### config.mk
export PLATFORM = sky130hd
export DESIGN_NAME = seg_scan_ctrl
export DESIGN_NICKNAME = d
export VERILOG_FILES = /design/src/rtl/seg_scan_ctrl_pkg.sv /design/src/rtl/seg_scan_ctrl_led7seg.sv /design/src/rtl/seg_scan_ctrl.sv
export SDC_FILE = /design/constraint.sdc
export NUM_CORES = 1
export LEC_CHECK = 0
export ABC_AREA = 1
export CAP_MARGIN = 20
export CORE_AREA = 2 2 98 100
export DETAILED_ROUTE_END_ITERATION = 16
export DIE_AREA = 0 0 100 102
export PLACE_DENSITY_LB_ADDON = 0.3
export SYNTH_ARGS = -nofsm -noshare
export SYNTH_HDL_FRONTEND = slang
export SYNTH_SLANG_ARGS = --single-unit
### constraint.sdc
create_clock -name clk -period 7.7 [get_ports clk]
set_input_delay 1.155 -clock clk [delete_from_list [all_inputs] [get_ports clk]]
set_output_delay 1.155 -clock clk [all_outputs]
set_load 0.01 [all_outputs]
### src/rtl/seg_scan_ctrl_pkg.sv
// Shared types and constants for the three-digit seven-segment scan controller.
// Holds FSM/digit encodings, segment constants and the double-dabble step.
package seg_scan_ctrl_pkg;

  typedef enum logic [1:0] {
    ST_IDLE  = 2'd0,
    ST_CONV  = 2'd1,
    ST_LATCH = 2'd2
  } state_t;

  typedef enum logic [1:0] {
    DIG_UNITS    = 2'd0,
    DIG_TENS     = 2'd1,
    DIG_HUNDREDS = 2'd2
  } digit_t;

  localparam logic [6:0] SEG_BLANK = 7'h7F;
  localparam logic [6:0] SEG_ZERO  = 7'h40;

  function automatic logic [2:0] digit_enable(input digit_t d);
    logic [2:0] en;
    en = 3'b111;
    case (d)
      DIG_UNITS:    en = 3'b110;
      DIG_TENS:     en = 3'b101;
      DIG_HUNDREDS: en = 3'b011;
      default:      en = 3'b111;
    endcase
    return en;
  endfunction

  // One double-dabble iteration: correct each BCD nibble, then shift left.
  function automatic logic [19:0] dabble_step(input logic [19:0] sr);
    logic [19:0] t;
    t = sr;
    if (t[19:16] >= 4'd5) t[19:16] = t[19:16] + 4'd3;
    if (t[15:12] >= 4'd5) t[15:12] = t[15:12] + 4'd3;
    if (t[11:8]  >= 4'd5) t[11:8]  = t[11:8]  + 4'd3;
    return {t[18:0], 1'b0};
  endfunction

endpackage

### src/rtl/seg_scan_ctrl_led7seg.sv
// BCD digit to seven-segment decoder, {g..a} active-low.
// Codes above 9 produce a dark digit.
module led7seg (
  input  logic [3:0] digit,
  output logic [6:0] seg
);

  always_comb begin
    seg = 7'h7F;
    case (digit)
      4'd0: seg = 7'h40;
      4'd1: seg = 7'h79;
      4'd2: seg = 7'h24;
      4'd3: seg = 7'h30;
      4'd4: seg = 7'h19;
      4'd5: seg = 7'h12;
      4'd6: seg = 7'h02;
      4'd7: seg = 7'h78;
      4'd8: seg = 7'h00;
      4'd9: seg = 7'h10;
      default: seg = 7'h7F;
    endcase
  end

endmodule

### src/rtl/seg_scan_ctrl.sv
// Binary-to-BCD converter feeding a multiplexed three-digit display with
// leading-zero blanking and overflow blink.
//
// state | meaning
// IDLE  | ready for a new value
// CONV  | eight double-dabble shifts in progress
// LATCH | copy BCD result into the display registers
module seg_scan_ctrl
  import seg_scan_ctrl_pkg::*;
#(
  parameter int SCAN_DIV  = 1000,
  parameter int BLINK_DIV = 256
) (
  input  logic       clk,
  input  logic       rst_n,
  input  logic [7:0] val_i,
  input  logic       val_valid_i,
  output logic       val_ready_o,
  input  logic       of_i,
  output logic [6:0] seg_o,
  output logic [2:0] an_o,
  output logic       busy_o
);

  localparam int PW = (SCAN_DIV > 1) ? $clog2(SCAN_DIV) : 1;
  localparam int BW = (BLINK_DIV > 1) ? $clog2(BLINK_DIV) : 1;

  state_t      state, state_nxt;
  logic [19:0] sr, sr_nxt;
  logic [2:0]  bit_cnt, bit_cnt_nxt;
  logic        latch;

  logic [3:0]  hund, tens, units;
  logic [3:0]  hund_nxt, tens_nxt, units_nxt;

  logic [PW-1:0] presc, presc_nxt;
  logic          tick;
  digit_t        idx, idx_nxt;

  logic [BW-1:0] blink_cnt, blink_cnt_nxt;
  logic          phase_off, phase_off_nxt;

  logic [3:0]  sel_digit;
  logic        sel_blank;
  logic [6:0]  dec_seg;
  logic [6:0]  seg_nxt;
  logic [6:0]  seg_q;
  logic [2:0]  an_q;

  // Conversion FSM
  always_ff @(posedge clk or negedge rst_n) begin
    if (!rst_n) begin
      state   <= ST_IDLE;
      sr      <= 20'd0;
      bit_cnt <= 3'd0;
    end else begin
      state   <= state_nxt;
      sr      <= sr_nxt;
      bit_cnt <= bit_cnt_nxt;
    end
  end

  always_comb begin
    state_nxt   = state;
    sr_nxt      = sr;
    bit_cnt_nxt = bit_cnt;
    latch       = 1'b0;
    case (state)
      ST_IDLE: begin
        if (val_valid_i) begin
          sr_nxt      = {12'd0, val_i};
          bit_cnt_nxt = 3'd0;
          state_nxt   = ST_CONV;
        end
      end
      ST_CONV: begin
        sr_nxt      = dabble_step(sr);
        bit_cnt_nxt = bit_cnt + 3'd1;
        if (bit_cnt == 3'd7) state_nxt = ST_LATCH;
      end
      ST_LATCH: begin
        latch     = 1'b1;
        state_nxt = ST_IDLE;
      end
      default: state_nxt = ST_IDLE;
    endcase
  end

  assign val_ready_o = (state == ST_IDLE);
  assign busy_o      = ~val_ready_o;

  assign hund_nxt  = latch ? sr[19:16] : hund;
  assign tens_nxt  = latch ? sr[15:12] : tens;
  assign units_nxt = latch ? sr[11:8]  : units;

  always_ff @(posedge clk or negedge rst_n) begin
    if (!rst_n) begin
      hund  <= 4'd0;
      tens  <= 4'd0;
      units <= 4'd0;
    end else begin
      hund  <= hund_nxt;
      tens  <= tens_nxt;
      units <= units_nxt;
    end
  end

  // Scan prescaler and digit rotation
  assign tick      = (presc == PW'(SCAN_DIV - 1));
  assign presc_nxt = tick ? '0 : presc + PW'(1);

  always_comb begin
    idx_nxt = idx;
    if (tick) begin
      case (idx)
        DIG_UNITS:    idx_nxt = DIG_TENS;
        DIG_TENS:     idx_nxt = DIG_HUNDREDS;
        DIG_HUNDREDS: idx_nxt = DIG_UNITS;
        default:      idx_nxt = DIG_UNITS;
      endcase
    end
  end

  always_comb begin
    blink_cnt_nxt = blink_cnt;
    phase_off_nxt = phase_off;
    if (!of_i) begin
      blink_cnt_nxt = '0;
      phase_off_nxt = 1'b0;
    end else if (tick) begin
      if (blink_cnt == BW'(BLINK_DIV - 1)) begin
        blink_cnt_nxt = '0;
        phase_off_nxt = ~phase_off;
      end else begin
        blink_cnt_nxt = blink_cnt + BW'(1);
      end
    end
  end

  // Output pattern is built from next-state values so an_o and seg_o switch together.
  always_comb begin
    sel_digit = units_nxt;
    sel_blank = 1'b0;
    case (idx_nxt)
      DIG_HUNDREDS: begin
        sel_digit = hund_nxt;
        sel_blank = (hund_nxt == 4'd0);
      end
      DIG_TENS: begin
        sel_digit = tens_nxt;
        sel_blank = (hund_nxt == 4'd0) && (tens_nxt == 4'd0);
      end
      default: begin
        sel_digit = units_nxt;
        sel_blank = 1'b0;
      end
    endcase
  end

  led7seg u_led7seg (
    .digit (sel_digit),
    .seg   (dec_seg)
  );

  assign seg_nxt = (sel_blank || (of_i && phase_off_nxt)) ? SEG_BLANK : dec_seg;

  always_ff @(posedge clk or negedge rst_n) begin
    if (!rst_n) begin
      presc     <= '0;
      idx       <= DIG_UNITS;
      blink_cnt <= '0;
      phase_off <= 1'b0;
      an_q      <= 3'b110;
      seg_q     <= SEG_ZERO;
    end else begin
      presc     <= presc_nxt;
      idx       <= idx_nxt;
      blink_cnt <= blink_cnt_nxt;
      phase_off <= phase_off_nxt;
      an_q      <= digit_enable(idx_nxt);
      seg_q     <= seg_nxt;
    end
  end

  assign an_o  = an_q;
  assign seg_o = seg_q;

endmodule

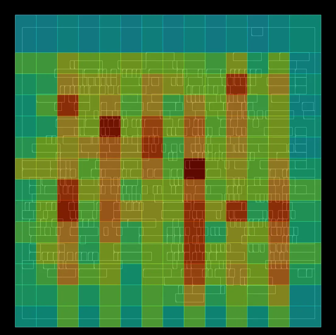
Run 1: congestion heat map
M3 GR Usage: 0.0397
met2 Track Usage GR: 0.245
M1 GR Usage: 0.192
GRT Max-Usage Layer: met2

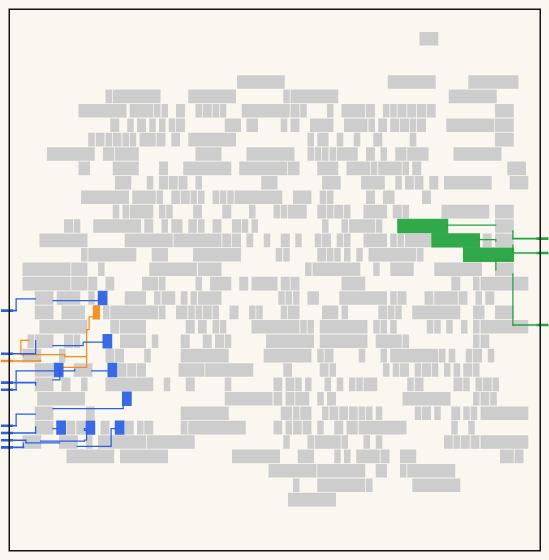
Run 1: wires at chosen ports, followed through buffers
[an_o] green | direction: output | end cells: 3 | buffers: 3 | wire: 44.8 um
[val_ready_o] orange | direction: output | end cells: 1 | buffers: 1 | wire: 38.7 um
[val_i] blue | direction: input | end cells: 8 | buffers: 8 | wire: 123 um
I/O pin cnt: 24
Port Buffers: 23

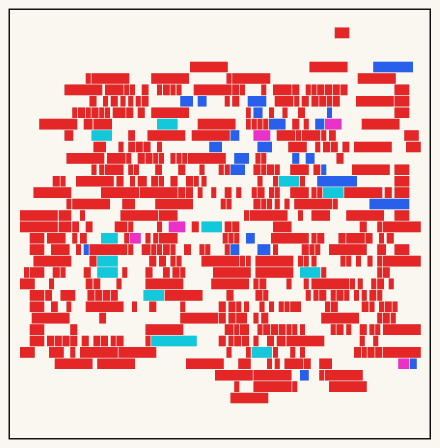
Run 1: sizing map
[drive 3 to 4] magenta | cells: 5
[drive 6 and up] cyan | cells: 12
[drive 1 or less] red | cells: 424
[drive 2] blue | cells: 24

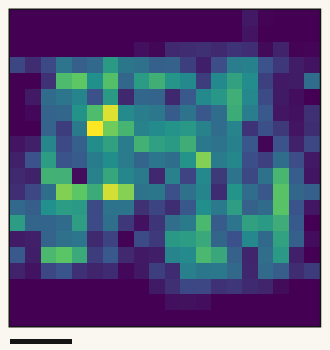
Run 1: signal metal coverage by tile
The bar under the picture is 20 um long. The die is cut into 20 by 20 equal tiles; dark purple is low, yellow is high, scaled to the fullest tile. Values are wire area over tile area, all layers added.
densest ninth of the die: middle
mean over tiles: 0.11
nearly empty tiles: 27%
fullest tile: 0.44
tiles over half the peak: 15%
Total GRT Usage: 0.151
wire per inst: 12.1 um
drt total wl: 6940 um
Vias: 2857

## run 1: worst max-delay path, stage by stage, from the launching register on
cell     delay, ns
dfrtp_1       0.39
ha_1          0.18
nand2_1       0.07
nor2_1        0.16
nand3_1       0.23
inv_1         0.22
o21ai_0       0.12
nand2_1       0.16
ha_1          0.36
inv_1         0.17
nand2_1       0.07
nand2_1       0.18
inv_1         0.09
ha_1          0.18
inv_1         0.05
nand3_1       0.09
nand3_1       0.10
nand3_1       0.08
## run 1: cells in the final DEF, fill, tap and decap left out, drive strengths merged, types with 2 or more instances in the layout
cell type,n
o22ai,4
a21oi,21
clkbuf,14
xor2,4
nand2,90
o21ai,41
nor2,24
nor3,10
inv,76
a22o,2
clkdlybuf4s50,22
o32ai,2
dfrtp,65
buf,3
dfstp,3
ha,19
nand3,54
## run 1: per-layer routing
layer  share of wire  GRT usage  vias up
met2            0.46      0.245       59
li1                -          -     1444
met1            0.48      0.192     1343
met5               0          0        -
met3           0.043     0.0397       11
met4           0.017     0.0643        0
## run 1: cells by family after synthesis
kind of cell,share of synthesized area
flip-flops,0.475
AND-OR/OR-AND,0.113
XOR/XNOR,0.00977
buffers and inverters,0.0987
adder cells (fa/ha/maj),0.0663
AND/OR/NAND/NOR,0.237
## run 1: cell type report
class | count | share of cell area
Clock buffer | 14 | 0.0373
Clock inverter | 2 | 0.00856
Tap cell | 111 | 0.0339
Inverter | 76 | 0.0715
Multi-Input combinational cell | 280 | 0.373
Timing Repair Buffer | 25 | 0.0587
Sequential cell | 68 | 0.417
## run 1: state kept, by name, summed over array words and instances (netlist names)
name       flops
phase_off      1
units          4
idx            2
hund           4
sr            20
presc         10
an_o           3
tens           4
bit_cnt        3
state          2
seg_o          7
blink_cnt      8
==> flow_metrics.env, run 1 <==
# flow metrics
export IMPL_grt_pass1_vias=2735
export IMPL_slew_headroom=0.430
export IMPL_cts_max_level=3
export IMPL_yosys_area_um2=3590
export IMPL_fin_cells=576
export IMPL_reg2reg_from="presc[0]"
export IMPL_dp_cells=560
export IMPL_synth_most_common_cell="nand2_1"
export IMPL_powerDensity_nw_per_um2=348
export IMPL_yosys_top_cells_count="nand2_1 (80), inv_1 (72), dfrtp_1 (65)"
export IMPL_p_leak_nw=2.06
export IMPL_combPwrFrac=0.420
export IMPL_p_clk_frac=0.202
export IMPL_timing_final_ws_setup_ns=4.70
export IMPL_synthDistinctLibCells=34
export IMPL_fmax_ghz=0.333
export IMPL_slew_violations=0
export IMPL_fp_dieW_um=100
export IMPL_ys_flop_type="dfrtp_1"
export IMPL_reg2reg_slack_ns=4.70
export IMPL_hold_path_startpoint="bit_cnt[0]"
export IMPL_post_drt_via_cell_ratio=4.96
export IMPL_mi_logic_area_um2=1530
export IMPL_r2r_end="seg_o[5]"
export IMPL_reg2regPathDepth=17
export IMPL_holdBufCountCts=0
export IMPL_holdPathStages=1
export IMPL_irDropWorstVdd_mv=0.250
export IMPL_grt_pass1_wl_um=12300
export IMPL_ys_cells=432
export IMPL_cts_resized=0
export IMPL_worstSetupStartpointType="flop"
export IMPL_ys_top_cells_by_area="dfrtp_1 (45%), nand2_1 (8.4%), inv_1 (7.5%)"
export IMPL_cp_max_fo=7
export IMPL_dp_slack_ns=4.68
export IMPL_p_total_mw=1.42
export IMPL_ys_async_sr_fraction=1.00
export IMPL_outcome="finished clean"
export IMPL_cts_tree="built"
export IMPL_p_comb_mw=0.598
export IMPL_seqPwrFrac=0.378
export IMPL_cts_buffer_depth=2
export IMPL_antenna_found_initial=0
export IMPL_num_nets_final=491
export IMPL_drive_above_1_share=0.0882
Run 1, cell classes on the final placement:
The bar under the picture is 20 um long.
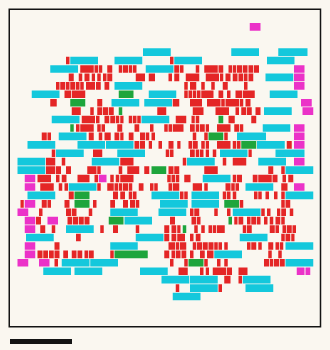

==> run 2, diff against run 1 <==
==> constraint.sdc (replaced) <==
create_clock -name clk -period 2.4 [get_ports clk]
set_input_delay 0.36 -clock clk [delete_from_list [all_inputs] [get_ports clk]]
set_output_delay 0.36 -clock clk [all_outputs]
set_load 0.01 [all_outputs]
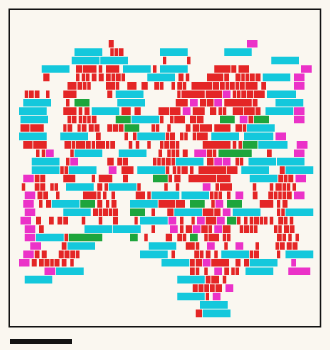
Run 2: cell classes on the final placement
The bar under the picture is 20 um long.
[all other logic] red | cells: 356
[flip-flops] cyan | cells: 68
[clock drivers and dummy loads] green | cells: 16
[other buffers and delay cells] magenta | cells: 51

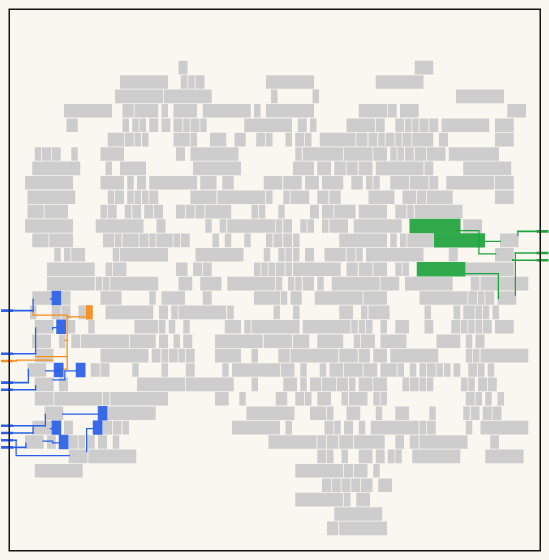
Run 2: wires at chosen ports, followed through buffers
[an_o] green | direction: output | end cells: 3 | buffers: 3 | wire: 48.3 um
[val_ready_o] orange | direction: output | end cells: 1 | buffers: 1 | wire: 36.2 um
[val_i] blue | direction: input | end cells: 8 | buffers: 8 | wire: 84.6 um

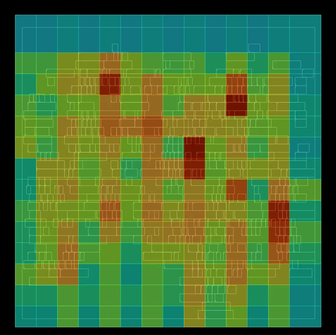
Run 2: congestion heat map
met2 Track Usage GR: 0.255
M1 GR Usage: 0.187

==> run 2 against run 1 <==
  * Clock-buffer cell count down 3
  * Register-to-register slack worse by 4.7 ns
  * Maximum frequency grew 27%
  * Synthesized area did not move
  * Critical path depth unchanged
  * Non-clock buffer count grew 26
  * Synthesized cell count is the same
  * Power increased to 3.4 times the previous value
  * Clock skew decreased by 0.0010 ns
  * Critical path type unchanged
  * Largest cell class is now multi-input combinational cells
==> flow_metrics.env, run 2 <==
# flow metrics
export IMPL_synthDistinctLibCells=34
export IMPL_ys_flop_type="dfrtp_1"
export IMPL_cts_max_level=3
export IMPL_p_total_mw=4.91
export IMPL_grt_use_met3=0.0465
export IMPL_crit_chain="ha_2 > nand2_2 > nor2_2 > nand3_2 > inv_2 > o21ai_1 > nand2_2 > inv_2 > ha_4 > nand3_1 > nand2_2 > a21boi_4 > ha_2 > inv_1 > nand2_2 > nand3_2 > nand3_1"
export IMPL_drt_wirelength_per_cell_um=12.0
export IMPL_mi_logic_area_um2=1710
export IMPL_largest_register_ffs=20
export IMPL_via_count=2960
export IMPL_regMostFlops="sr"
export IMPL_wirelength_met1_um=3400
export IMPL_powerDensity_nw_per_um2=1080
export IMPL_outcome="finished clean"
export IMPL_ys_top_cells_by_area="dfrtp_1 (45%), nand2_1 (8.4%), inv_1 (7.5%)"
export IMPL_slowest_delay_ns=0.36
export IMPL_dr_wl_met3_um=294
export IMPL_worstSetupStartpointType="flop"
export IMPL_layout_top_cell="nand2_1"
export IMPL_final_cell_mix="nand2_1 (69), dfrtp_1 (65), inv_1 (64), nand3_1 (43), o21ai_0 (36)"
export IMPL_yosys_area_um2=3590
export IMPL_path_buffers=3
export IMPL_busiest_layer="met2"
export IMPL_cp_max_fo=4
export IMPL_crit_slowest_cell="dfrtp_1"
export IMPL_irDropWorstVdd_mv=0.852
export IMPL_reg2reg_from="presc[0]"
export IMPL_grt_use_total=0.150
export IMPL_cts_buffer_depth=2
export IMPL_cts_tree="built"
==> run 2: cell counts after synthesis <==
No cell type changed its count.
==> run 2: per-stage QoR <==
stage / instance area (um2) / std cells / TNS (ns) / setup slack [ns]
after global placement: 4120 / 583 / 0 / 0.0342
after floorplan: 3620 / 432 / 0 / 0.0000286
after global routing: 4540 / 602 / -0.498 / -0.0849
final: 4540 / 602 / 0 / 0.0398
after CTS: 4370 / 599 / 0 / 0.00612
after detailed placement: 4120 / 583 / -0.0729 / -0.0404
==> run 2: worst paths after layout <==
| kind | endpoint | slack, ns | cells past startpoint |
|---|---|---|---|
| setup / recovery | seg_o[0] | 0.04 | 17 |
| max in group asynchronous | an_o[1] | 2.06 | 2 |
| min in group clk | bit_cnt[0] | 0.49 | 1 |
| hold reg to reg | bit_cnt[0] | 0.49 | 1 |
| hold / removal | blink_cnt[6] | 0.03 | 2 |
| setup reg to reg | seg_o[0] | 0.04 | 17 |
==> run 2: repair_timing <==
action | in CTS | in global routing
endpoints found under the setup margin | 6 | 7
gates resized | 6 | 39
setup buffers | 0 | 3
pin swaps | 3 | 18
hold buffers | 0 | 0
==> run 2: power by group <==
part           internal (mW)  total (mW)  switching, mW
clock                  0.643        1.09          0.443
combinational          0.858        2.11           1.25
sequential              1.53        1.71          0.188
==> run 2: area by class of cell <==
cell class                 count  share of cell area
clock buffer                  11              0.0334
sequential                    68               0.376
clock inverter                 5              0.0185
multi-input combinational    280               0.376
timing repair buffer          51              0.0996
inverter                      76              0.0656
tap                          111              0.0306
==> run 2: kinds of logic after synthesis <==
family          after synthesis  synth area share
fa+ha+maj                    19            0.0663
compound gates               72             0.113
buf+inv                      84            0.0987
flops                        68             0.475
simple gates                185             0.237
xor+xnor                      4           0.00977
Run 2, sizing map:
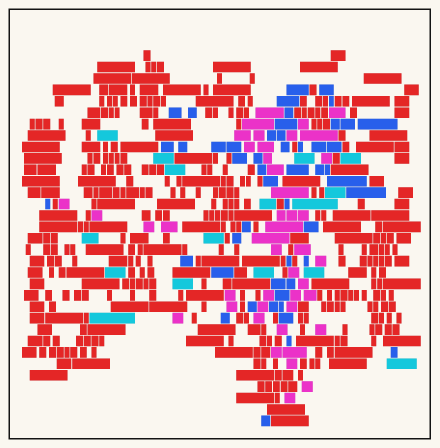

==> run 3, diff against run 2 <==
==> constraint.sdc (replaced) <==
create_clock -name clk -period 1.95 [get_ports clk]
set_input_delay 0.2925 -clock clk [delete_from_list [all_inputs] [get_ports clk]]
set_output_delay 0.2925 -clock clk [all_outputs]
set_load 0.01 [all_outputs]
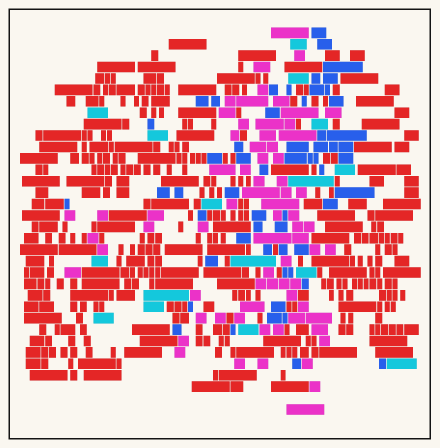
Run 3: sizing map
[drive 2] blue | cells: 57
[drive 6 and up] cyan | cells: 16
[drive 3 to 4] magenta | cells: 71
[drive 1 or less] red | cells: 369
synth-to-layout area growth: 34.5%
count of plain and timing-repair buffers: 73
Final Cell Area: 4820 um2

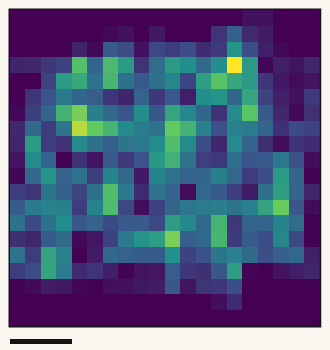
Run 3: signal metal coverage by tile
The bar under the picture is 20 um long. The die is cut into 20 by 20 equal tiles; dark purple is low, yellow is high, scaled to the fullest tile. Values are wire area over tile area, all layers added.
mean over tiles: 0.12
fullest tile: 0.52
tiles over half the peak: 11%
nearly empty tiles: 24%

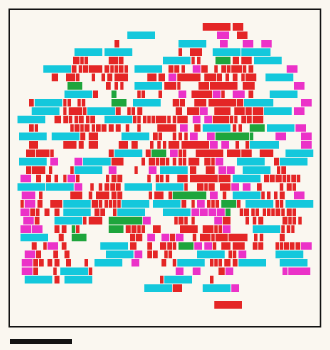
Run 3: cell classes on the final placement
The bar under the picture is 20 um long.
flop share of the area: 0.353
Core ar.: 9110 um2
final design utilization: 0.530
std cell rows: 35

==> run 3 against run 2 <==
  * The flow now finishes with violations (negative setup slack)
  * Critical path depth did not move
  * Power up 29%
  * Non-clock buffer count is 22 higher
  * Sequential power rose by 22%
  * Via count grew 3.2%
  * Combinational power increased by 36%
  * Synthesized area is the same
  * Sequential cell count stayed put
  * Largest cell class unchanged
  * Largest power group unchanged
  * Highest routed layer unchanged
==> flow_metrics.env, run 3 <==
# flow metrics
export IMPL_yosys_area_um2=3590
export IMPL_grt_use_met3=0.0506
export IMPL_dr_wl_met3_um=337
export IMPL_dr_wl_met2_um=3810
export IMPL_p_leak_nw=2.38
export IMPL_slew_headroom=0.652
export IMPL_ys_top_cells_by_area="dfrtp_1 (45%), nand2_1 (8.4%), inv_1 (7.5%)"
export IMPL_wirelength_um=7780
export IMPL_crit_chain="ha_4 > nand2_4 > inv_2 > nand3_4 > inv_2 > nand3_2 > nand2_4 > inv_4 > ha_4 > inv_4 > nand2_4 > a21boi_4 > ha_2 > inv_2 > nand3_2 > nand3_2 > nand3_2"
export IMPL_ios=24
export IMPL_outcome="complete, but fails checks"
export IMPL_p_total_mw=6.34
export IMPL_irDropWorstVdd_mv=0.858
export IMPL_violations="negative setup slack"
export IMPL_cts_max_level=3
export IMPL_fp_dieW_um=100
export IMPL_busiest_layer="met2"
export IMPL_cts_tree="built"
export IMPL_drive_above_1_share=0.281
export IMPL_cts_buffer_depth=2
export IMPL_grt_pass1_wl_um=13500
export IMPL_crit_top_cell="nand3_2"
export IMPL_cp_max_fo=5
export IMPL_dp_slack_ns=-0.345
export IMPL_slew_violations=0
export IMPL_largestRegisters="sr: 20 flops, presc: 10 flops, blink_cnt: 8 flops"
export IMPL_grt_use_total=0.165
export IMPL_final_cell_mix="nand2_1 (68), dfrtp_1 (65), inv_1 (60), buf_4 (46), o21ai_0 (36)"
export IMPL_fmax_ghz=0.435
export IMPL_layout_top_cell="nand2_1"
export IMPL_powerDensity_nw_per_um2=1310
export IMPL_largest_register_ffs=20
export IMPL_setup_viol=7
export IMPL_reg2regPathDepth=17
export IMPL_regMostFlops="sr"
export IMPL_crit_slowest_cell="dfrtp_1"
export IMPL_yosys_top_cells_count="nand2_1 (80), inv_1 (72), dfrtp_1 (65)"
export IMPL_cpLargestDelayFamily="adder cells"
export IMPL_synth_most_common_cell="nand2_1"
export IMPL_worstSetupStartpointType="flop"
export IMPL_use_met1=0.200
export IMPL_met2_usage=0.287
export IMPL_dr_max_layer_used="met4"
export IMPL_port_buffers=23
export IMPL_slowest_delay_ns=0.40
export IMPL_grt_pass1_vias=3055
export IMPL_ys_async_sr_fraction=1.00
export IMPL_antenna_found_initial=0
export IMPL_timing_final_ws_setup_ns=-0.351
export IMPL_synthDistinctLibCells=34
## run 3: cell counts after synthesis
No cell type changed its count.
## run 3: timing repair
action | 4_1_cts | 5_1_grt
hold endpoints to repair | 65 | 0
hold buffers | 1 | 0
pin swaps | 20 | 11
resized | 26 | 27
setup endpoints to repair | 9 | 8
buffers inserted | 10 | 5
## run 3: final cells by class
class	instances	area [um2]	share of cell area
clock buffer	11	131	0.0272
tap	111	139	0.0288
inverter	76	298	0.0617
multi-input combinational	280	1830	0.379
clock inverter	5	100	0.0207
sequential	68	1710	0.353
timing repair buffer	73	624	0.129
## run 3: worst paths after layout
check	start	to	slack, ns
worst max-delay path	presc[1]	seg_o[0]	-0.35
worst min-delay path	rst_n	blink_cnt[6]	0.50
worst max register to register	presc[1]	seg_o[0]	-0.35
worst min register to register	bit_cnt[0]	bit_cnt[0]	0.50
max in group asynchronous	rst_n	an_o[1]	1.13
min in group clk	bit_cnt[0]	bit_cnt[0]	0.50
## run 3: kinds of logic (layout without fill, tap and decap cells)
| family | after synthesis | count (layout) | synth area share |
|---|---|---|---|
| XOR/XNOR | 4 | 4 | 0.00977 |
| flip-flops | 68 | 68 | 0.475 |
| AND/OR/NAND/NOR | 185 | 185 | 0.237 |
| buffers and inverters | 84 | 165 | 0.0987 |
| adder cells (fa/ha/maj) | 19 | 19 | 0.0663 |
| AND-OR/OR-AND | 72 | 72 | 0.113 |
## run 3: power by group
group | internal [mW] | switching, mW | total [mW]
clock network | 0.846 | 0.532 | 1.38
registers | 1.88 | 0.201 | 2.08
logic | 1.18 | 1.71 | 2.88
## run 3: through the flow
stage,std cells,area [um2],util
after floorplan,432,3680,-
after global placement,592,4250,0.466
after detailed placement,592,4250,0.466
after CTS,619,4660,0.512
after global routing,624,4820,0.530
final,624,4820,0.530
Power is estimated from default activity; no workload was simulated.
